**Run 1: layout detail**

Region (22, 7) to (62, 47) µm. Cells in gray, sequential cells in the stronger gray; small squares are vias.
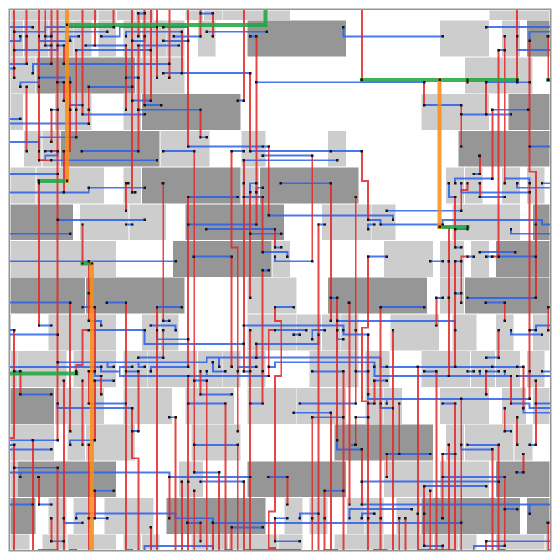
**Run 1: placed standard cells**

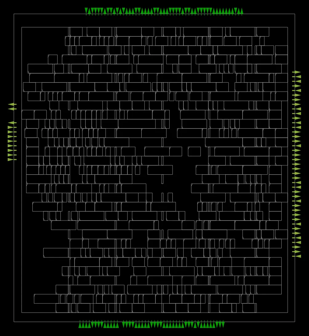
**Run 1: clock network drawn from the DEF**

The bar under the picture is 20 µm long.
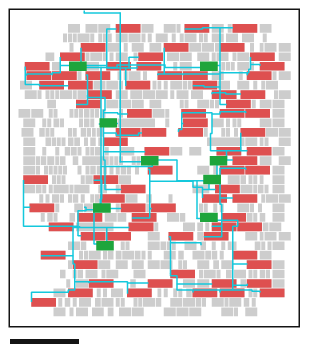
**Run 1: wiring by layer**

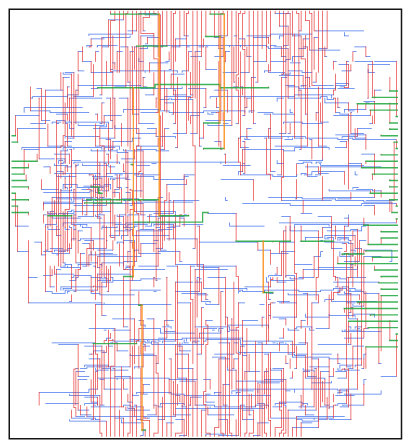
===== src/rtl/ram_ctrl_pkg.sv =====
// ram_ctrl_pkg: shared sizing constants and FSM state encoding for the
// single-port RAM controller.
//   ADDR_W / DATA_W / DEPTH : RAM geometry (32 words of 32 bits)
//   state_e                 : controller FSM states
//   clr_last                : true when the clear counter holds the final address
package ram_ctrl_pkg;

  localparam int ADDR_W = 5;
  localparam int DATA_W = 32;
  localparam int DEPTH  = 32;

  typedef enum logic [2:0] {
    IDLE    = 3'd0,
    WR      = 3'd1,
    RD      = 3'd2,
    RD_WAIT = 3'd3,
    RSP     = 3'd4,
    CLR     = 3'd5
  } state_e;

  // Clear sequence ends after the highest address has been written.
  function automatic logic clr_last(input logic [ADDR_W-1:0] cnt);
    return (cnt == ADDR_W'(DEPTH - 1));
  endfunction

endpackage


===== src/rtl/ram_ctrl.sv =====
// ram_ctrl: request/response front end for a 32x32 synchronous single-port RAM.
// Ports:
//   clk, rst_n              : clock, synchronous active-low reset
//   req_valid/req_ready     : request handshake (req_ready combinational)
//   req_wr, req_addr, req_wdata : request type, word address, write data
//   clr_start               : pulse in IDLE to zero all 32 words
//   busy                    : high whenever the FSM is not IDLE
//   rsp_valid/rsp_ready, rsp_rdata : read response handshake and data
//   ram_cen, ram_wen, ram_addr, ram_din : registered RAM controls
//   ram_dout                : RAM read data, valid one cycle after a read strobe
module ram_ctrl
  import ram_ctrl_pkg::*;
(
  input  logic              clk,
  input  logic              rst_n,
  input  logic              req_valid,
  output logic              req_ready,
  input  logic              req_wr,
  input  logic [ADDR_W-1:0] req_addr,
  input  logic [DATA_W-1:0] req_wdata,
  input  logic              clr_start,
  output logic              busy,
  output logic              rsp_valid,
  input  logic              rsp_ready,
  output logic [DATA_W-1:0] rsp_rdata,
  output logic              ram_cen,
  output logic              ram_wen,
  output logic [ADDR_W-1:0] ram_addr,
  output logic [DATA_W-1:0] ram_din,
  input  logic [DATA_W-1:0] ram_dout
);

  state_e              state_r;
  state_e              next_s;
  logic [ADDR_W-1:0]   cnt_r;
  logic [ADDR_W-1:0]   cnt_nxt_s;
  logic                cen_nxt_s;
  logic                wen_nxt_s;
  logic [ADDR_W-1:0]   addr_nxt_s;
  logic [DATA_W-1:0]   din_nxt_s;

  // Handshake: a request is only taken in IDLE, and a clear pulse pre-empts it.
  assign req_ready = (state_r == IDLE) && !clr_start;

  // Next-state and next RAM-control decode. RAM controls are computed for the
  // state being entered so the registered outputs line up with that state.
  always_comb begin
    next_s     = state_r;
    cnt_nxt_s  = cnt_r;
    cen_nxt_s  = 1'b0;
    wen_nxt_s  = 1'b0;
    addr_nxt_s = ram_addr;
    din_nxt_s  = {DATA_W{1'b0}};
    case (state_r)
      IDLE: begin
        if (clr_start) begin
          next_s     = CLR;
          cnt_nxt_s  = {ADDR_W{1'b0}};
          cen_nxt_s  = 1'b1;
          wen_nxt_s  = 1'b1;
          addr_nxt_s = {ADDR_W{1'b0}};
        end else if (req_valid) begin
          cen_nxt_s  = 1'b1;
          addr_nxt_s = req_addr;
          if (req_wr) begin
            next_s    = WR;
            wen_nxt_s = 1'b1;
            din_nxt_s = req_wdata;
          end else begin
            next_s    = RD;
          end
        end else begin
          next_s = IDLE;
        end
      end
      WR:      next_s = IDLE;
      RD:      next_s = RD_WAIT;
      RD_WAIT: next_s = RSP;
      RSP: begin
        if (rsp_ready) begin
          next_s = IDLE;
        end else begin
          next_s = RSP;
        end
      end
      CLR: begin
        if (clr_last(cnt_r)) begin
          next_s = IDLE;
        end else begin
          cnt_nxt_s  = cnt_r + 5'd1;
          cen_nxt_s  = 1'b1;
          wen_nxt_s  = 1'b1;
          addr_nxt_s = cnt_r + 5'd1;
        end
      end
      default: next_s = IDLE;
    endcase
  end

  // State, clear counter and registered RAM controls.
  always_ff @(posedge clk) begin
    if (!rst_n) begin
      state_r  <= IDLE;
      cnt_r    <= {ADDR_W{1'b0}};
      busy     <= 1'b0;
      ram_cen  <= 1'b0;
      ram_wen  <= 1'b0;
      ram_addr <= {ADDR_W{1'b0}};
      ram_din  <= {DATA_W{1'b0}};
    end else begin
      state_r  <= next_s;
      cnt_r    <= cnt_nxt_s;
      busy     <= (next_s != IDLE);
      ram_cen  <= cen_nxt_s;
      ram_wen  <= wen_nxt_s;
      ram_addr <= addr_nxt_s;
      ram_din  <= din_nxt_s;
    end
  end

  // Read response: data is captured at the end of RD_WAIT (RAM output valid
  // then) and held untouched until the next read reaches RD_WAIT.
  always_ff @(posedge clk) begin
    if (!rst_n) begin
      rsp_valid <= 1'b0;
      rsp_rdata <= {DATA_W{1'b0}};
    end else begin
      rsp_valid <= (next_s == RSP);
      if (state_r == RD_WAIT) begin
        rsp_rdata <= ram_dout;
      end else begin
        rsp_rdata <= rsp_rdata;
      end
    end
  end

endmodule

===== config.mk =====
export PLATFORM = sky130hd
export DESIGN_NAME = ram_ctrl
export DESIGN_NICKNAME = d
export VERILOG_FILES = /design/src/rtl/ram_ctrl_pkg.sv /design/src/rtl/ram_ctrl.sv
export SDC_FILE = /design/constraint.sdc
export NUM_CORES = 1
export LEC_CHECK = 0
export ABC_AREA = 1
export CAP_MARGIN = 0
export CORE_ASPECT_RATIO = 1.1
export CORE_MARGIN = 2
export CORE_UTILIZATION = 42
export DETAILED_ROUTE_END_ITERATION = 8
export PLACE_DENSITY = 0.89
export SLEW_MARGIN = 20
export SYNTH_ARGS = -nofsm -noshare
export SYNTH_HDL_FRONTEND = slang
export SYNTH_SLANG_ARGS = --single-unit

===== constraint.sdc =====
create_clock -name clk -period 3.8 [get_ports clk]
set_clock_uncertainty 0.1 [all_clocks]
set_input_delay 0.76 -clock clk [delete_from_list [all_inputs] [get_ports clk]]
set_output_delay 0.76 -clock clk [all_outputs]
set_load 0.02 [all_outputs]

==> Changelog: implementation, run 1 <==
### Changed

- Outcome: finished clean
- Signed area change from the synthesized netlist to the final layout: 60.2%
- Die Size: 7560 µm²
- Placed insts: approximately 590
- Total half-perimeter wirelength after legalization and detailed placement: around 5700 µm
- Required arrival time at the worst endpoint: roughly 2.9 ns
- Most frequent logic cell in the layout: clkdlybuf4s50_1
- Post-synthesis instance area: 2890 µm²
- Pwr/cell area: ~420 nW/µm²
- R2R Path Start: state_r[0]
- Post-route DRC violation count: 0
- Most used standard cell by instance count after synthesis: nor2_1
- MaxCap Viol Count: 0
- Most common logic cells in the final layout: clkdlybuf4s50_1, nor2_1, dfxtp_1
- Routed via count divided by cell count: about 4.6
- Initial antenna violation count: 0
- Proportion of register bits with asynchronous set or reset after synthesis: 0%
- Final period util: 80.3%
- Chip width: 83.1 µm
- Cell at the root of the clock tree: clkbuf_8
- Tool warnings: 26
- Max Clk Rate: between 300 and 400 MHz
- Number of clock buffers inserted by TritonCTS: 9
- Non-clock inverter count: 48
- Area occupied by registers: between 1500 and 2000 µm²
- Distinct cell type count of the synthesized netlist: 23
- Diodes inserted: 0
- M3 GR Usage: slightly below 5%
- Critical Path AT: roughly 2.2 ns
- Post-Syn Area per Cell: around 8 µm²
- Finished Layout Cells: 601
- Global routing met2 resource utilization: between 30% and 40%
- Total Power: about 2000 µW
- Proportion of synthesized area in mux cells: 0%
- Row count: 31
- Hold violation count in the final report: 0
- Top-Level Pins: about 150
- Min Tclk post-route: roughly 3.1 ns
- Hold Startpoint: rsp_rdata[4]
- Post-CTS Setup Inserts: 0
- TritonCTS clock tree: built
- Met1 layer usage reported by global route: approximately a fifth
- Clock buffer cells: 11
- Fraction of final layout cells with drive strength greater than 1: under 10%
- Largest area contributor in the netlist: dfxtp_1
- Dominant combinational cell family by area after synthesis: simple AND/OR/NAND/NOR gates
-- 'layout detail' (at the start) --
legend:
  blue:
    layer: metal 1
  orange:
    layer: metal 4
  green:
    layer: metal 3
  red:
    layer: metal 2
sequential cells in the window: 21
cells with their middle in the window: 116
netlist names of flops here include: `rsp_rdata` (16), `cnt_r` (2)
most frequent: nor2_1 (33), clkdlybuf4s50_1 (25), dfxtp_1 (21)

-- 'placed standard cells' (at the start) --
total number of tap cells: 82
final core area utilization: 69.8%

-- 'clock network drawn from the DEF' (at the start) --
legend:
  cyan:
    item: clock wires
    length: 890 µm
  green:
    item: clock drivers
    count: 9
  red:
    item: flip-flops
    count: 81
routed clock nets: 10
flops lie: all over the die
P_clk: 750 µW
relative contribution of the clock network to total power: 38.2%
clock insertion delay at the later pin of the skew report: 0.34 ns

-- 'wiring by layer' (at the start) --
legend:
  red:
    layer: metal 2
    wire_length: 4160 µm
  blue:
    layer: metal 1
    wire_length: 2980 µm
  green:
    layer: metal 3
    wire_length: 369 µm
  orange:
    layer: metal 4
    wire_length: 167 µm
global-route total usage across every layer: 20.2%
WL per Instance: 12.8 µm
post-detailed-routing wire length: 7680 µm
total number of vias: 2752

==> run 1: power breakdown <==
group / leakage, µW / internal (µW) / switching, µW
Sequential: 0.000657 / 886 / 23.0
Clock: 0.000120 / 454 / 296
Combinational: 0.00121 / 158 / 148
==> run 1: worst max-delay path, cell delays in order <==
cell	delay (ns)
clkdlybuf4s50_1	0.46
inv_1	0.19
nand2_1	0.09
inv_2	0.07
clkdlybuf4s50_1	0.61
==> run 1: per-layer routing <==
| metal | vias to the layer above | wire length [µm] |
|---|---|---|
| li1 | 1410 | - |
| met5 | - | 0 |
| met1 | 1241 | 2980 |
| met2 | 87 | 4160 |
| met3 | 14 | 369 |
| met4 | 0 | 167 |
**Run 1: M3 wires**

The bar under the picture is 20 µm long.
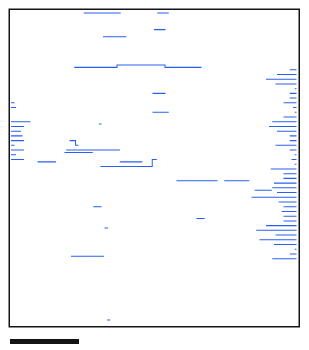

==> inputs of run 2 (changes only) <==
--- a/config.mk
+++ b/config.mk
@@ -9,9 +9,9 @@
 export CAP_MARGIN = 0
 export CORE_ASPECT_RATIO = 1.1
 export CORE_MARGIN = 2
-export CORE_UTILIZATION = 42
+export CORE_UTILIZATION = 35
 export DETAILED_ROUTE_END_ITERATION = 8
-export PLACE_DENSITY = 0.89
+export PLACE_DENSITY = 0.8
 export SLEW_MARGIN = 20
 export SYNTH_ARGS = -nofsm -noshare
 export SYNTH_HDL_FRONTEND = slang
==> constraint.sdc (replaced) <==
create_clock -name clk -period 2.61 [get_ports clk]
set_clock_uncertainty 0.1 [all_clocks]
set_input_delay 0.522 -clock clk [delete_from_list [all_inputs] [get_ports clk]]
set_output_delay 0.522 -clock clk [all_outputs]
set_load 0.02 [all_outputs]
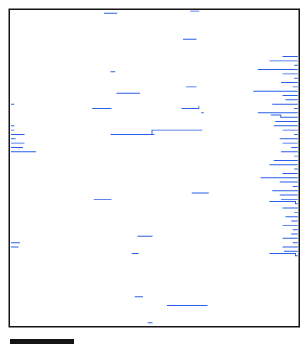
**Above:** run 2 (M3 wires).
The bar under the picture is 20 µm long.
nets with wire on the layer: 65
longest straight run: 15.6 µm
post-detailed-routing wire length: 7530 µm
M3 GR Usage: 3.03%
total number of vias: 2746

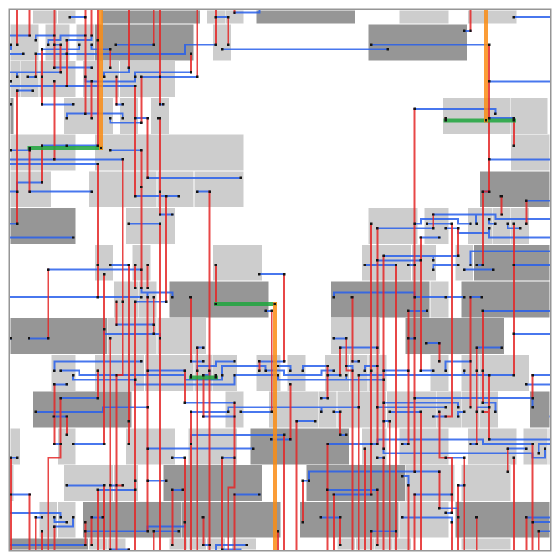
**Above:** run 2 (layout detail).
Region (25, 10) to (65, 50) µm. Cells in gray, sequential cells in the stronger gray; small squares are vias.
legend:
  blue:
    layer: metal 1
  red:
    layer: metal 2
  orange:
    layer: metal 4
  green:
    layer: metal 3
most frequent: clkdlybuf4s50_1 (22), nor2_1 (20), dfxtp_1 (18)
netlist names of flops here include: `rsp_rdata` (15), `state_r` (2)
sequential cells in the window: 18
cells with their middle in the window: 93

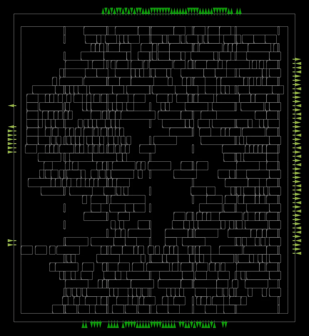
**Above:** run 2 (placed standard cells).
total number of tap cells: 108
Std-Cell Core Area: 7960 µm²
Filler Cells Inserted: 741
final core area utilization: 58.8%

==> Changelog: implementation, run 2 <==
### Changed

- Clock buffer cells: 10 (was 11)
- Number of clock buffers inserted by TritonCTS: 9 (unchanged)
- Max Clk Rate: 410 MHz
- Signed area change from the synthesized netlist to the final layout: 62.0% (was 60.2%)
- Initial antenna violation count: 0 (unchanged)
- Kind of cell adding the most delay to the critical path: buffers and inverters (unchanged)
- Post-Syn Area per Cell: 7.83 µm² (unchanged)
- Top-Level Pins: 149 (unchanged)
- Global routing met2 resource utilization: 30.0% (was 39.3%)
- Met1 layer usage reported by global route: 18.6% (was 20.5%)
- Number of gates on the worst path with buffers counted: 6 (was 5)
- Area occupied by registers: 1620 µm² (unchanged)
- Routed via count divided by cell count: 4.36 (was 4.58)
- Tool warnings: 26 (unchanged)
- Top routing layer in use: met4 (unchanged)
- Required arrival time at the worst endpoint: 1.99 ns (was 2.94 ns)
- Distinct cell type count of the synthesized netlist: 23 (unchanged)
- Clock insertion delay at the later pin of the skew report: 0.34 ns (about the same)
- Die Size: 9000 µm² (was 7560 µm²)
- Internal: 2160 µW (was 1500 µW)
- Cell at the root of the clock tree: clkbuf_8 (unchanged)
- Wire length on met3: 354 µm (was 369 µm)
- WL per Instance: 11.9 µm (was 12.8 µm)
- Finished Layout Cells: 630 (was 601)
- Comb pwr share: 15.6% (about the same)
- Most used cell, CP: nand2_1 (was clkdlybuf4s50_1)
- Fraction of power consumed by sequential logic: 46.2% (about the same)
- Non-clock inverter count: 48 (unchanged)
- Detailed route wirelength on metal2: 3970 µm (was 4160 µm)
- Diodes inserted: 0 (unchanged)
- Final period util: between 90% and 100%
- Hold Startpoint: ram_addr[1] (was rsp_rdata[4])
- Outcome: finished clean (unchanged)
- Sw Share: 24.4% (was 23.8%)
- Critical Path AT: 1.82 ns (was 2.19 ns)
- Hold violation count in the final report: 0 (unchanged)
- Number of buffer and inverter instances along the worst setup path: 3 (was 4)
- Min Tclk post-route: roughly 2.4 ns
- TritonCTS clock tree: built (unchanged)
- Fraction of final layout cells with drive strength greater than 1: 5.56% (was 5.01%)
- Row count: 34 (was 31)
- Crit-path cells: nor2_4 -> nand2_1 -> inv_1 -> nand2_1 -> inv_2 -> clkdlybuf4s50_1 (was clkdlybuf4s50_1 -> inv_1 -> nand2_1 -> inv_2 -> clkdlybuf4s50_1)
- Most frequent logic cell in the layout: clkdlybuf4s50_1 (unchanged)
- Largest area contributor in the netlist: dfxtp_1 (unchanged)
- Routed metal-1 wirelength: 3040 µm (was 2980 µm)
- MaxCap Viol Count: 0 (unchanged)
==> run 2: cell counts after synthesis <==
No cell type changed its count.
==> run 2: cells by family after synthesis <==
group,share of synthesized area [%]
buffers and inverters,9.61
AND/OR/NAND/NOR,26.0
adder cells (fa/ha/maj),0.866
AND-OR/OR-AND,7.36
flip-flops,56.1
==> run 2: power groups by stage <==
stage	Sequential [µW]	Clock [µW]	Combinational, µW
2_1_floorplan	1400	0	173
3_3_place_gp	1350	0	440
3_5_place_dp	1350	0	447
4_1_cts	1320	1120	450
5_1_grt	1330	1180	490
6_report	1320	1090	446
==> inputs of run 3 (changes only) <==
--- a/config.mk
+++ b/config.mk
@@ -16,3 +16,4 @@
 export SYNTH_ARGS = -nofsm -noshare
 export SYNTH_HDL_FRONTEND = slang
 export SYNTH_SLANG_ARGS = --single-unit
+export TNS_END_PERCENT = 100
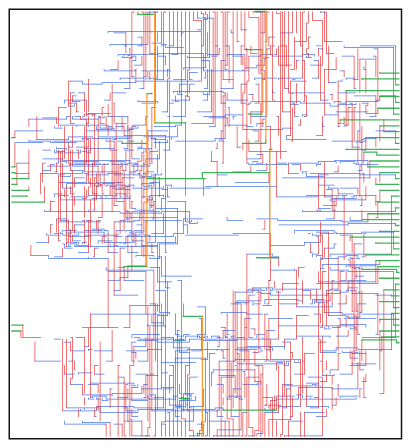
**Above:** run 3 (wiring by layer).
legend:
  orange:
    layer: metal 4
    wire_length: 163 µm
  green:
    layer: metal 3
    wire_length: 354 µm
  red:
    layer: metal 2
    wire_length: 3970 µm
  blue:
    layer: metal 1
    wire_length: 3040 µm
WL per Instance: 11.9 µm
global-route total usage across every layer: 16.4%

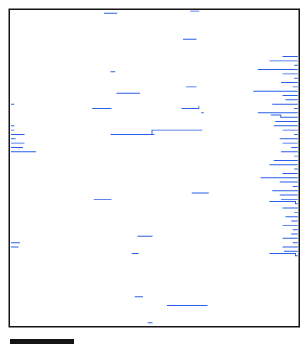
**Above:** run 3 (M3 wires).
The bar under the picture is 20 µm long.
share of all routed wire: 4.7%
longest straight run: 15.6 µm
nets with wire on the layer: 65

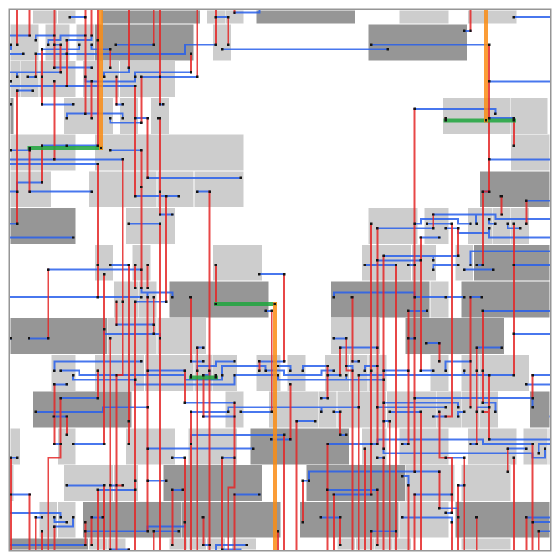
**Above:** run 3 (layout detail).
Region (25, 10) to (65, 50) µm. Cells in gray, sequential cells in the stronger gray; small squares are vias.
legend:
  green:
    layer: metal 3
  blue:
    layer: metal 1
  red:
    layer: metal 2
  orange:
    layer: metal 4
netlist names of flops here include: `rsp_rdata` (15), `state_r` (2)
sequential cells in the window: 18
cells with their middle in the window: 93
most frequent: clkdlybuf4s50_1 (22), nor2_1 (20), dfxtp_1 (18)

==> Changelog: implementation, run 3 <==
### Changed

- Outcome: finished clean (unchanged)
- Top routing layer in use: met4 (unchanged)
- Chip width: 90.6 µm (unchanged)
- Global routing met2 resource utilization: 30.0% (unchanged)
- Most used standard cell by instance count after synthesis: nor2_1 (unchanged)
- Row count: 34 (unchanged)
- Number of gates on the worst path with buffers counted: 6 (unchanged)
- Wire length on met3: 354 µm (unchanged)
- Basic Gates by Area: 26.0% (unchanged)
- Dominant combinational cell family by area after synthesis: simple AND/OR/NAND/NOR gates (unchanged)
- Post-Syn Area per Cell: 7.83 µm² (unchanged)
- Routed metal-1 wirelength: 3040 µm (unchanged)
- Fraction of final layout cells with drive strength greater than 1: 5.56% (unchanged)
- Most common logic cells in the final layout: clkdlybuf4s50_1, nor2_1, dfxtp_1 (unchanged)
- Fraction of synthesized cell area in xor and xnor cells: 0% (unchanged)
- Required arrival time at the worst endpoint: 1.99 ns (about the same)
- Hold Startpoint: ram_addr[1] (unchanged)
- Std-Cell Core Area: 7960 µm² (unchanged)
- Max Clk Rate: 410 MHz (unchanged)
- Clock insertion delay at the later pin of the skew report: 0.34 ns (about the same)
- Most used cell, CP: nand2_1 (unchanged)
- Pwr/cell area: 611 nW/µm² (unchanged)
- Crit-path cells: nor2_4 -> nand2_1 -> inv_1 -> nand2_1 -> inv_2 -> clkdlybuf4s50_1 (unchanged)
- Area fraction in full adders, half adders and majority gates: 0.866% (unchanged)
- Tool warnings: 26 (unchanged)
- Top-Level Pins: 149 (unchanged)
- Signed area change from the synthesized netlist to the final layout: 62.0% (unchanged)
- Proportion of synthesized area in mux cells: 0% (unchanged)
- Routed via count divided by cell count: 4.36 (unchanged)
- Largest area contributor in the netlist: dfxtp_1 (unchanged)
- Proportion of register bits with asynchronous set or reset after synthesis: 0% (unchanged)
- Post-detailed-routing wire length: 7530 µm (unchanged)
- Post-synthesis instance area: 2890 µm² (unchanged)
- Detailed route wirelength on metal2: 3970 µm (unchanged)
- AND-OR/OR-AND share of the synthesized area: 7.36% (unchanged)
- Min Tclk post-route: 2.44 ns (unchanged)
- Critical Path AT: 1.82 ns (about the same)
- TritonCTS clock tree: built (unchanged)
- Diodes inserted: 0 (unchanged)
- Most frequent logic cell in the layout: clkdlybuf4s50_1 (unchanged)
- Highest-delay cell along the critical path: clkdlybuf4s50_1 (unchanged)
- Filler Cells Inserted: 741 (unchanged)
- R2R Path Start: cnt_r[0] (unchanged)
- Post-CTS Setup Inserts: 0 (unchanged)
- Placed insts: 614 (unchanged)
- Total half-perimeter wirelength after legalization and detailed placement: 5630 µm (unchanged)
==> run 3: cell counts in the layout (fill, tap and decap cells not counted) <==
No cell type changed its count.
==> run 3: power breakdown <==
group / switching (µW) / internal (µW) / leakage [µW]
Sequential: 32.7 / 1290 / 0.000657
Combinational: 213 / 233 / 0.00122
Clock: 451 / 641 / 0.000117
Total: 697 / 2160 / 0.00200
==> run 3: area by class of cell <==
class	count	area (µm²)	share of cell area [%]
flip-flops and latches	81	1620	34.6
inverters	48	180	3.85
clock inverters	6	115	2.46
clock buffers	10	128	2.73
well taps	108	135	2.89
repair buffers	152	1510	32.3
multi-input cells	225	990	21.1
Power figures rest on the tool's default switching activity, not on a simulated workload.
